$ cat src/rtl/dot_pkg.sv
// Shared constants, framing field positions and feeder state type for the
// 10-element dot-product pipeline and its feeder.
package dot_pkg;

    localparam int unsigned N_ELEM     = 10;
    localparam int unsigned OP_W       = 32;
    localparam int unsigned DP_OUT_W   = 53;
    localparam int unsigned DP_LATENCY = 6;

    localparam int unsigned FLAG_HI = 52;
    localparam int unsigned FLAG_LO = 33;
    localparam int unsigned SUM_HI  = 32;
    localparam int unsigned SUM_LO  = 1;

    typedef enum logic {
        FILL,
        ISSUE
    } feed_state_t;

endpackage

$ cat src/rtl/dot_10_feeder_if.sv
// Operand-in and result-out valid/ready streams of the dot-product feeder.
// master = upstream/consumer side, slave = feeder side.
interface dot_10_feeder_if #(
    parameter int unsigned OP_W = 32
) ();

    logic            in_valid;
    logic            in_ready;
    logic [OP_W-1:0] in_a;
    logic [OP_W-1:0] in_b;

    logic            res_valid;
    logic            res_ready;
    logic [OP_W-1:0] res_data;
    logic            res_err;

    modport master (
        output in_valid, in_a, in_b, res_ready,
        input  in_ready, res_valid, res_data, res_err
    );

    modport slave (
        input  in_valid, in_a, in_b, res_ready,
        output in_ready, res_valid, res_data, res_err
    );

endinterface

$ cat src/rtl/dot_10_feeder_res_fifo.sv
// Small circular result FIFO with valid/ready output and an occupancy count.
// Push and pop may coincide at any occupancy.
module dot_res_fifo #(
    parameter int unsigned DEPTH = 2,
    parameter int unsigned WIDTH = 33
) (
    input  logic                         clk,
    input  logic                         rst,
    input  logic                         push,
    input  logic [WIDTH-1:0]             push_data,
    output logic                         out_valid,
    input  logic                         out_ready,
    output logic [WIDTH-1:0]             out_data,
    output logic [$clog2(DEPTH+1)-1:0]   count
);

    localparam int unsigned PTR_W = (DEPTH > 1) ? $clog2(DEPTH) : 1;
    localparam int unsigned CNT_W = $clog2(DEPTH+1);

    logic [WIDTH-1:0] mem [DEPTH];
    logic [PTR_W-1:0] wr_ptr;
    logic [PTR_W-1:0] rd_ptr;
    logic             pop;

    function automatic logic [PTR_W-1:0] ptr_inc(input logic [PTR_W-1:0] p);
        return (p == PTR_W'(DEPTH-1)) ? '0 : p + 1'b1;
    endfunction

    assign pop       = out_valid && out_ready;
    assign out_valid = (count != '0);
    assign out_data  = mem[rd_ptr];

    always_ff @(posedge clk or posedge rst) begin
        if (rst) begin
            wr_ptr <= '0;
            rd_ptr <= '0;
            count  <= '0;
            for (int unsigned i = 0; i < DEPTH; i++) begin
                mem[i] <= '0;
            end
        end else begin
            if (push) begin
                mem[wr_ptr] <= push_data;
                wr_ptr      <= ptr_inc(wr_ptr);
            end
            if (pop) begin
                rd_ptr <= ptr_inc(rd_ptr);
            end
            case ({push, pop})
                2'b10:   count <= count + 1'b1;
                2'b01:   count <= count - 1'b1;
                default: count <= count;
            endcase
        end
    end

    // The feeder's credit rule keeps a push away from a full FIFO unless it pops too.
    a_no_overflow : assert property (@(posedge clk) disable iff (rst)
        !(push && !pop && (count == CNT_W'(DEPTH))));

endmodule

$ cat src/rtl/dot_10_feeder.sv
// Serial-to-parallel operand feeder for the 10-element dot-product pipeline:
// assembles A/B pairs, issues them with result credit, tags and captures results.
module dot_10_feeder #(
    parameter int unsigned N_ELEM     = dot_pkg::N_ELEM,
    parameter int unsigned OP_W       = dot_pkg::OP_W,
    parameter int unsigned DP_LATENCY = dot_pkg::DP_LATENCY,
    parameter int unsigned RES_DEPTH  = 2
) (
    input  logic                          clk,
    input  logic                          rst,
    dot_10_feeder_if.slave                io,
    output logic [N_ELEM*OP_W-1:0]        dp_a,
    output logic [N_ELEM*OP_W-1:0]        dp_b,
    input  logic [dot_pkg::DP_OUT_W-1:0]  dp_out,
    output logic                          busy
);

    import dot_pkg::*;

    localparam int unsigned CNT_W  = $clog2(N_ELEM);
    localparam int unsigned INF_W  = $clog2(DP_LATENCY+1);
    localparam int unsigned FCNT_W = $clog2(RES_DEPTH+1);

    feed_state_t        state;
    feed_state_t        state_nxt;
    logic [CNT_W-1:0]   cnt;
    logic [DP_LATENCY-1:0] dl;
    logic [INF_W-1:0]   inflight;
    logic [FCNT_W-1:0]  fifo_cnt;
    logic               fill_xfer;
    logic               cnt_last;
    logic               credit_ok;
    logic               issue;
    logic [OP_W-1:0]    cap_data;
    logic               cap_err;
    logic [OP_W:0]      fifo_out;

    assign cnt_last  = (cnt == CNT_W'(N_ELEM-1));
    assign fill_xfer = io.in_valid && (state == FILL);
    assign inflight  = INF_W'($countones(dl));
    // Credit counts in-flight tags as well as buffered results so a tagged result always has a slot.
    assign credit_ok = (32'(fifo_cnt) + 32'(inflight)) < RES_DEPTH;

    always_comb begin
        state_nxt   = state;
        io.in_ready = 1'b0;
        issue       = 1'b0;
        case (state)
            FILL: begin
                io.in_ready = 1'b1;
                if (io.in_valid && cnt_last) begin
                    state_nxt = ISSUE;
                end
            end
            ISSUE: begin
                if (credit_ok) begin
                    issue     = 1'b1;
                    state_nxt = FILL;
                end
            end
            default: state_nxt = FILL;
        endcase
    end

    always_ff @(posedge clk or posedge rst) begin
        if (rst) begin
            state <= FILL;
        end else begin
            state <= state_nxt;
        end
    end

    always_ff @(posedge clk or posedge rst) begin
        if (rst) begin
            cnt  <= '0;
            dp_a <= '0;
            dp_b <= '0;
        end else if (fill_xfer) begin
            dp_a[32'(cnt)*OP_W +: OP_W] <= io.in_a;
            dp_b[32'(cnt)*OP_W +: OP_W] <= io.in_b;
            cnt <= cnt_last ? '0 : cnt + 1'b1;
        end
    end

    always_ff @(posedge clk or posedge rst) begin
        if (rst) begin
            dl <= '0;
        end else begin
            dl <= {dl[DP_LATENCY-2:0], issue};
        end
    end

    assign cap_data = dp_out[SUM_HI:SUM_LO];
    assign cap_err  = !((&dp_out[FLAG_HI:FLAG_LO]) && dp_out[0]);

    dot_res_fifo #(
        .DEPTH (RES_DEPTH),
        .WIDTH (OP_W+1)
    ) u_res_fifo (
        .clk       (clk),
        .rst       (rst),
        .push      (dl[DP_LATENCY-1]),
        .push_data ({cap_err, cap_data}),
        .out_valid (io.res_valid),
        .out_ready (io.res_ready),
        .out_data  (fifo_out),
        .count     (fifo_cnt)
    );

    assign io.res_data = fifo_out[OP_W-1:0];
    assign io.res_err  = fifo_out[OP_W];

    assign busy = (cnt != '0) || (state == ISSUE) || (inflight != '0) || (fifo_cnt != '0);

endmodule

$ cat src/flat_wrapper.sv
// flat-port wrapper written by rule: the top's interface ports become plain ports
module dot_10_feeder_flat import dot_pkg::*;
#(
    parameter int unsigned N_ELEM     = dot_pkg::N_ELEM,
    parameter int unsigned OP_W       = dot_pkg::OP_W,
    parameter int unsigned DP_LATENCY = dot_pkg::DP_LATENCY,
    parameter int unsigned RES_DEPTH  = 2
)
  (clk, rst, dp_a, dp_b, dp_out, busy, io_in_valid, io_in_a, io_in_b, io_res_ready, io_in_ready, io_res_valid, io_res_data, io_res_err);
  dot_10_feeder_if #(.OP_W(OP_W)) io_i ();
  input  logic clk;
  input  logic rst;
  output logic [N_ELEM*OP_W-1:0] dp_a;
  output logic [N_ELEM*OP_W-1:0] dp_b;
  input  logic [dot_pkg::DP_OUT_W-1:0] dp_out;
  output logic busy;
  input wire logic [$bits(io_i.in_valid)-1:0] io_in_valid;
  input wire logic [$bits(io_i.in_a)-1:0] io_in_a;
  input wire logic [$bits(io_i.in_b)-1:0] io_in_b;
  input wire logic [$bits(io_i.res_ready)-1:0] io_res_ready;
  output wire logic [$bits(io_i.in_ready)-1:0] io_in_ready;
  output wire logic [$bits(io_i.res_valid)-1:0] io_res_valid;
  output wire logic [$bits(io_i.res_data)-1:0] io_res_data;
  output wire logic [$bits(io_i.res_err)-1:0] io_res_err;
  assign io_i.in_valid = io_in_valid;
  assign io_i.in_a = io_in_a;
  assign io_i.in_b = io_in_b;
  assign io_i.res_ready = io_res_ready;
  assign io_in_ready = io_i.in_ready;
  assign io_res_valid = io_i.res_valid;
  assign io_res_data = io_i.res_data;
  assign io_res_err = io_i.res_err;
  dot_10_feeder #(.N_ELEM(N_ELEM), .OP_W(OP_W), .DP_LATENCY(DP_LATENCY), .RES_DEPTH(RES_DEPTH)) u_core (.clk(clk), .rst(rst), .io(io_i), .dp_a(dp_a), .dp_b(dp_b), .dp_out(dp_out), .busy(busy));
endmodule
$ cat config.mk
export PLATFORM = sky130hd
export DESIGN_NAME = dot_10_feeder_flat
export DESIGN_NICKNAME = d
export VERILOG_FILES = /design/src/rtl/dot_pkg.sv /design/src/rtl/dot_10_feeder_if.sv /design/src/rtl/dot_10_feeder_res_fifo.sv /design/src/rtl/dot_10_feeder.sv /design/src/flat_wrapper.sv
export SDC_FILE = /design/constraint.sdc
export NUM_CORES = 1
export LEC_CHECK = 0
export CAP_MARGIN = 20
export CORE_AREA = 2 2 306 308
export DETAILED_ROUTE_END_ITERATION = 8
export DIE_AREA = 0 0 308 310
export PLACE_DENSITY_LB_ADDON = 0.2
export SLEW_MARGIN = 20
export SYNTH_ARGS = -nofsm -noshare
export SYNTH_HDL_FRONTEND = slang
export SYNTH_SLANG_ARGS = --single-unit
$ cat constraint.sdc
create_clock -name clk -period 40.8 [get_ports clk]
set_input_delay 4.08 -clock clk [delete_from_list [all_inputs] [get_ports clk]]
set_output_delay 4.08 -clock clk [all_outputs]
set_load 0.01 [all_outputs]
==> flow_metrics.py, run 1 <==
# Metrics from the implementation run
metrics = {
    "layout": {
        "final_cell_mix": "nand2_1 (871), clkdlybuf4s50_1 (796), dfrtp_1 (721)",
        "final_nets": 3549,
        "comb_share_pct": 22.29,
        "logic_area_sq_um": 8855,
    },
    "worst_setup_path": {
        "crit_end": "busy",
        "r2r_slack_ns": 36.72,
        "start_kind": "flop",
        "worstPathArrival_ns": 3.06,
    },
    "cts": {
        "clk_latency_ns": 0.64,
        "cts_tree": "done",
        "hold_buffers": 0,
        "post-cts-setup-buffers": 0,
    },
    "logic_synthesis": {
        "ys_seq_share_pct": 64.45,
        "ys_dominant_reg_cell": "dfrtp_1",
        "ys_sh_mux_pct": 5.189,
        "yosys_area_sq_um": 27990,
        "ys_top_logic_family": "simple AND/OR/NAND/NOR gates",
        "top_cell": "nand2_1",
        "ys_seq_elements": 721,
        "simple_gate_share_pct": 14.60,
        "synth-edff-count": 0,
        "synthTopCellsByArea": "dfrtp_1 (64%), nand2_1 (12%), o21ai_0 (8.1%)",
    },
    "sta": {
        "slew-limit-headroom_pct": 26.14,
        "period_minus_slack_ns": 7.144,
        "fmax_mhz": 140.0,
        "holdWs_ns": 0.3757,
        "finalHoldViolations": 0,
    },
    "routing": {
        "route.met2.wl_um": 50420,
        "drc": 0,
        "dr.pass1.iters": 5,
    },
    "floorplanning": {
        "taps": 1197,
        "core_area_sq_um": 92490,
    },
    "outcome": {
        "status": "finished clean",
    },
    "pwr": {
        "clockPowerShare_pct": 24.5,
        "max-vdd-ir-drop_mv": 0.04593,
        "seqPwrFrac_pct": 35.2,
        "power_combinational_uw": 1280,
    },
    "placed_design": {
        "place_inst": 4527,
        "dpl-instance-area_sq_um": 36840,
    },
}
### Track usage over the die, run 1

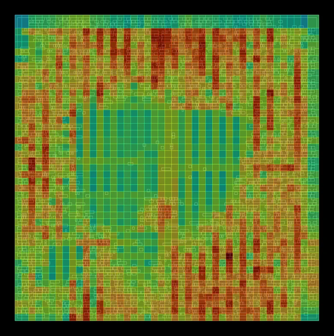
Avg WL per Cell: 22.83 um
utilization of the core after routing: 42.95%

### Wires at chosen ports, followed through buffers, run 1

Bar = 100 um.
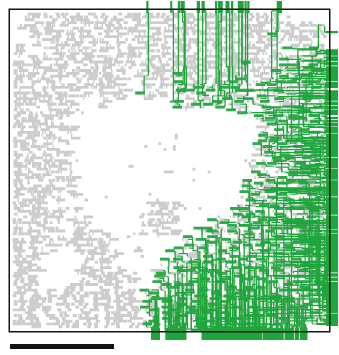
- dp_a: green (direction output; end cells 320; buffers 320; wire 19200 um)
io pins: 797
IO buf count: 796

### Metal 2, run 1

Cells faint in the background.
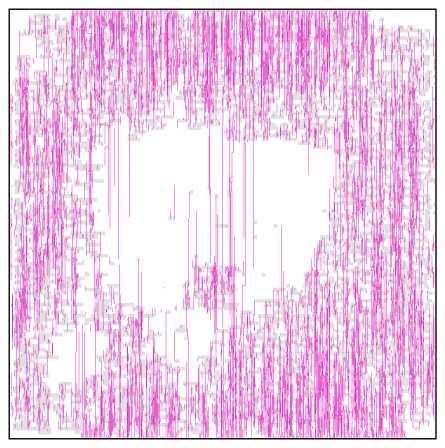
- wire length on this layer: 50.4 mm
- main direction: vertical
- share of all routed wire: 47%
- longest straight run: 147 um
GR Layer Usage met2: 35.82%
via count: 21920
DRT Wirelength: 106800 um

==> run 1 -> run 2 <==
--- a/config.mk
+++ b/config.mk
@@ -6,9 +6,9 @@
 export NUM_CORES = 1
 export LEC_CHECK = 0
 export CAP_MARGIN = 20
-export CORE_AREA = 2 2 306 308
+export CORE_AREA = 2 2 309 311
 export DETAILED_ROUTE_END_ITERATION = 8
-export DIE_AREA = 0 0 308 310
+export DIE_AREA = 0 0 311 313
 export PLACE_DENSITY_LB_ADDON = 0.2
 export SLEW_MARGIN = 20
 export SYNTH_ARGS = -nofsm -noshare
==> constraint.sdc (replaced) <==
create_clock -name clk -period 6.8 [get_ports clk]
set_input_delay 0.68 -clock clk [delete_from_list [all_inputs] [get_ports clk]]
set_output_delay 0.68 -clock clk [all_outputs]
set_load 0.01 [all_outputs]
### Track usage over the die, run 2

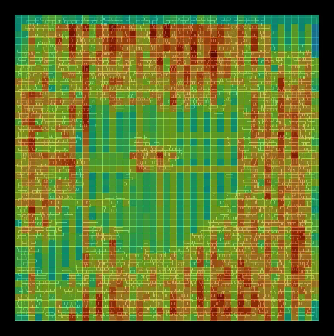
met1 global-route usage: 26.55%
utilization of the core after routing: 42.20%

### Metal 2, run 2

Cells faint in the background.
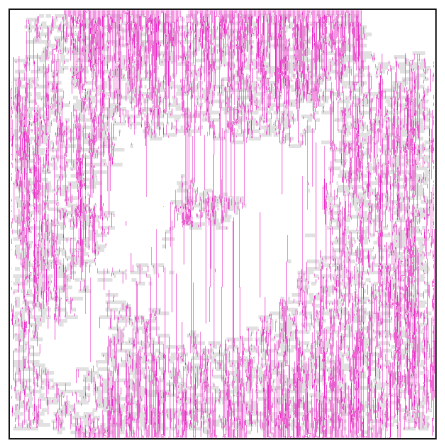
- main direction: vertical
- longest straight run: 124 um
via count: 21980
DRT Wirelength: 107200 um
GR Layer Usage met2: 36.00%

==> flow_metrics.py, run 2 <==
# Metrics from the implementation run
metrics = {
    "layout": {
        "n_all_inverters": 47,
        "final_cell_mix": "nand2_1 (871), clkdlybuf4s50_1 (796), dfrtp_1 (721)",
        "comb_share_pct": 22.29,
        "logic_area_sq_um": 8855,
        "final_nets": 3552,
    },
    "logic_synthesis": {
        "ys_sh_mux_pct": 5.189,
        "synth-edff-count": 0,
        "yosys_area_sq_um": 27990,
        "synthAoiAreaFrac_pct": 10.54,
        "syn-num-nets": 2822,
        "ys_top_logic_family": "simple AND/OR/NAND/NOR gates",
        "async_flop_share_pct": 100.0,
        "synthXorXnorAreaFrac_pct": 0.2458,
        "ys_seq_elements": 721,
        "synthTopCellsByArea": "dfrtp_1 (64%), nand2_1 (12%), o21ai_0 (8.1%)",
        "ys_seq_share_pct": 64.45,
        "ys_dominant_reg_cell": "dfrtp_1",
        "simple_gate_share_pct": 14.60,
        "top_cell": "nand2_1",
    },
    "routing": {
        "routedWlPerCell_um": 22.60,
        "route.met2.wl_um": 51560,
        "dr.pass1.iters": 5,
        "highest_layer": "met5",
        "wl_met1_um": 43340,
        "drt_iter0_markers": 1591,
        "vias_per_cell": 4.631,
        "drc": 0,
    },
    "global_route": {
        "grt_overflow_total": 0,
        "grt_util_met3_pct": 6.160,
    },
    "pwr": {
        "switching_share_pct": 36.30,
        "max-vdd-ir-drop_mv": 0.2758,
        "totalPowerFinal_uw": 18910,
        "clockPowerShare_pct": 23.8,
        "largestPowerGroup": "combinational logic",
        "power_clock_uw": 4500,
        "seqPwrFrac_pct": 35.5,
        "power_combinational_uw": 7700,
    },
    "worst_setup_path": {
        "start_kind": "flop",
        "path_cells": "inv_2 -> ha_1 -> nor3b_2 -> nand4_1 -> clkdlybuf4s50_1",
        "r2r_slack_ns": 2.86,
        "path_class": "flop to output port",
        "worstPathArrival_ns": 3.31,
        "crit_end": "busy",
        "cp-end-kind": "output port",
    },
    "outcome": {
        "status": "finished clean",
    },
    "placed_design": {
        "dpl-instance-area_sq_um": 36990,
        "globalplace.congestion": 0.8041,
        "port-buffer-count": 796,
        "place_inst": 4595,
    },
    "sta": {
        "worst_pin_slew_ns": 1.028,
        "fmax_mhz": 250.5,
        "finClkSkew_ns": 0.02370,
        "holdWs_ns": 0.3888,
        "slew-limit-headroom_pct": 31.45,
        "period_minus_slack_ns": 3.992,
        "finalHoldViolations": 0,
    },
    "cts": {
        "hold_buffers": 0,
        "clk_latency_ns": 0.65,
        "post-cts-setup-buffers": 0,
        "cts_tree": "done",
        "cts_root_buf": "clkbuf_16",
    },
    "job": {
        "tool_warnings": 36,
    },
    "floorplanning": {
        "pin_count": 797,
        "floorplan.core_util_pct": 29.73,
        "taps": 1265,
        "core_area_sq_um": 94160,
    },
    "worst_hold_path": {
        "hold_depth": 0,
        "hold_path_end": "u_core.dl[2]",
    },
}
==> run 2 -> run 3 <==
==> constraint.sdc (replaced) <==
create_clock -name clk -period 4.15 [get_ports clk]
set_input_delay 0.415 -clock clk [delete_from_list [all_inputs] [get_ports clk]]
set_output_delay 0.415 -clock clk [all_outputs]
set_load 0.01 [all_outputs]
### Met1 routing, run 3

Supply wires on this layer in grey. Cells faint in the background.
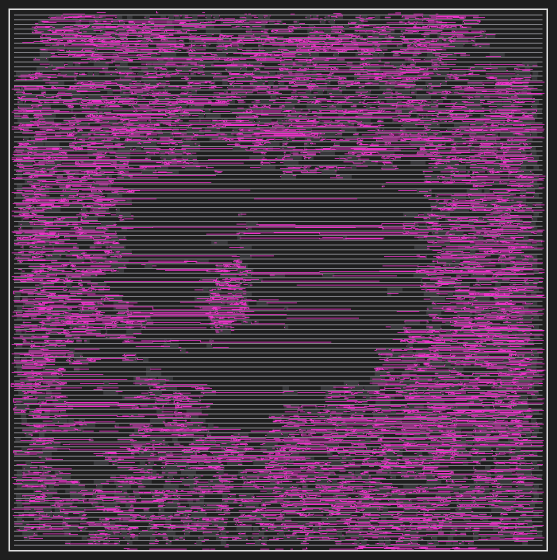
- main direction: horizontal
- longest straight run: 117 um
- nets with wire on the layer: 3238
- share of all routed wire: 41%
- wire length on this layer: 44.6 mm
met1 global-route usage: 26.96%
via count: 22180
DRT Wirelength: 108400 um

### Wires at chosen ports, followed through buffers, run 3

Bar = 100 um.
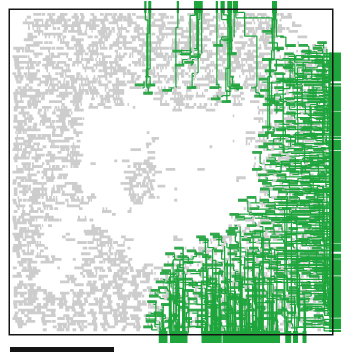
- dp_a: green (direction output; end cells 320; buffers 320; wire 18000 um)

==> flow_metrics.py, run 3 <==
# Metrics from the implementation run
metrics = {
    "outcome": {
        "status": "finished clean",
    },
    "logic_synthesis": {
        "top_cell": "nand2_1",
        "synth-edff-count": 0,
        "ys_seq_elements": 721,
        "ys_top_logic_family": "simple AND/OR/NAND/NOR gates",
        "synthAoiAreaFrac_pct": 10.54,
        "syn-num-nets": 2822,
        "netlist_area_sq_um": 27990,
        "async_flop_share_pct": 100.0,
        "synthTopCellsByArea": "dfrtp_1 (64%), nand2_1 (12%), o21ai_0 (8.1%)",
        "synthXorXnorAreaFrac_pct": 0.2458,
        "yosys_area_sq_um": 27990,
        "ys_sh_mux_pct": 5.189,
    },
    "sta": {
        "finClkSkew_ns": 0.02501,
        "holdWs_ns": 0.1924,
        "period_minus_slack_ns": 3.466,
        "fmax_mhz": 288.5,
        "worst_pin_slew_ns": 0.8629,
    },
    "routing": {
        "vias_per_cell": 4.657,
        "highest_layer": "met4",
        "dr.pass1.iters": 5,
        "drt_iter0_markers": 1523,
        "drc": 0,
        "route.met2.wl_um": 53790,
    },
    "worst_setup_path": {
        "path_cells": "ha_1 -> inv_1 -> fa_1 -> inv_1 -> ha_1 -> xnor2_1 -> nor2_1 -> nand4_1 -> clkdlybuf4s50_1",
        "start_kind": "flop",
        "r2r_slack_ns": 1.20,
        "crit_end": "busy",
        "path_class": "flop to output port",
        "cp-end-kind": "output port",
        "worstPathArrival_ns": 3.05,
        "cp_top_family": "adder cells",
    },
    "cts": {
        "clk_latency_ns": 0.64,
        "post-cts-setup-buffers": 0,
        "cts_root_buf": "clkbuf_16",
        "cts_tree": "done",
    },
    "job": {
        "tool_warnings": 33,
    },
    "pwr": {
        "clockPowerShare_pct": 23.7,
        "largestPowerGroup": "combinational logic",
        "totalPowerFinal_uw": 31270,
        "power_combinational_uw": 12800,
        "max-vdd-ir-drop_mv": 0.4121,
        "switching_share_pct": 36.36,
    },
    "floorplanning": {
        "die_h_um": 313,
        "core_area_sq_um": 94160,
        "taps": 1265,
        "floorplan.core_util_pct": 29.73,
        "pin_count": 797,
    },
    "layout": {
        "logic_area_sq_um": 8855,
        "n_all_inverters": 47,
        "comb_share_pct": 22.13,
        "final_util_pct": 42.49,
        "final_cell_mix": "nand2_1 (871), clkdlybuf4s50_1 (796), dfrtp_1 (721)",
    },
    "placed_design": {
        "port-buffer-count": 796,
        "place_inst": 4609,
        "globalplace.congestion": 0.8168,
        "dpl-instance-area_sq_um": 37240,
    },
    "global_route": {
        "grt_util_met3_pct": 5.756,
        "grt_overflow_total": 0,
    },
}
Power and IR drop assume default switching activity.
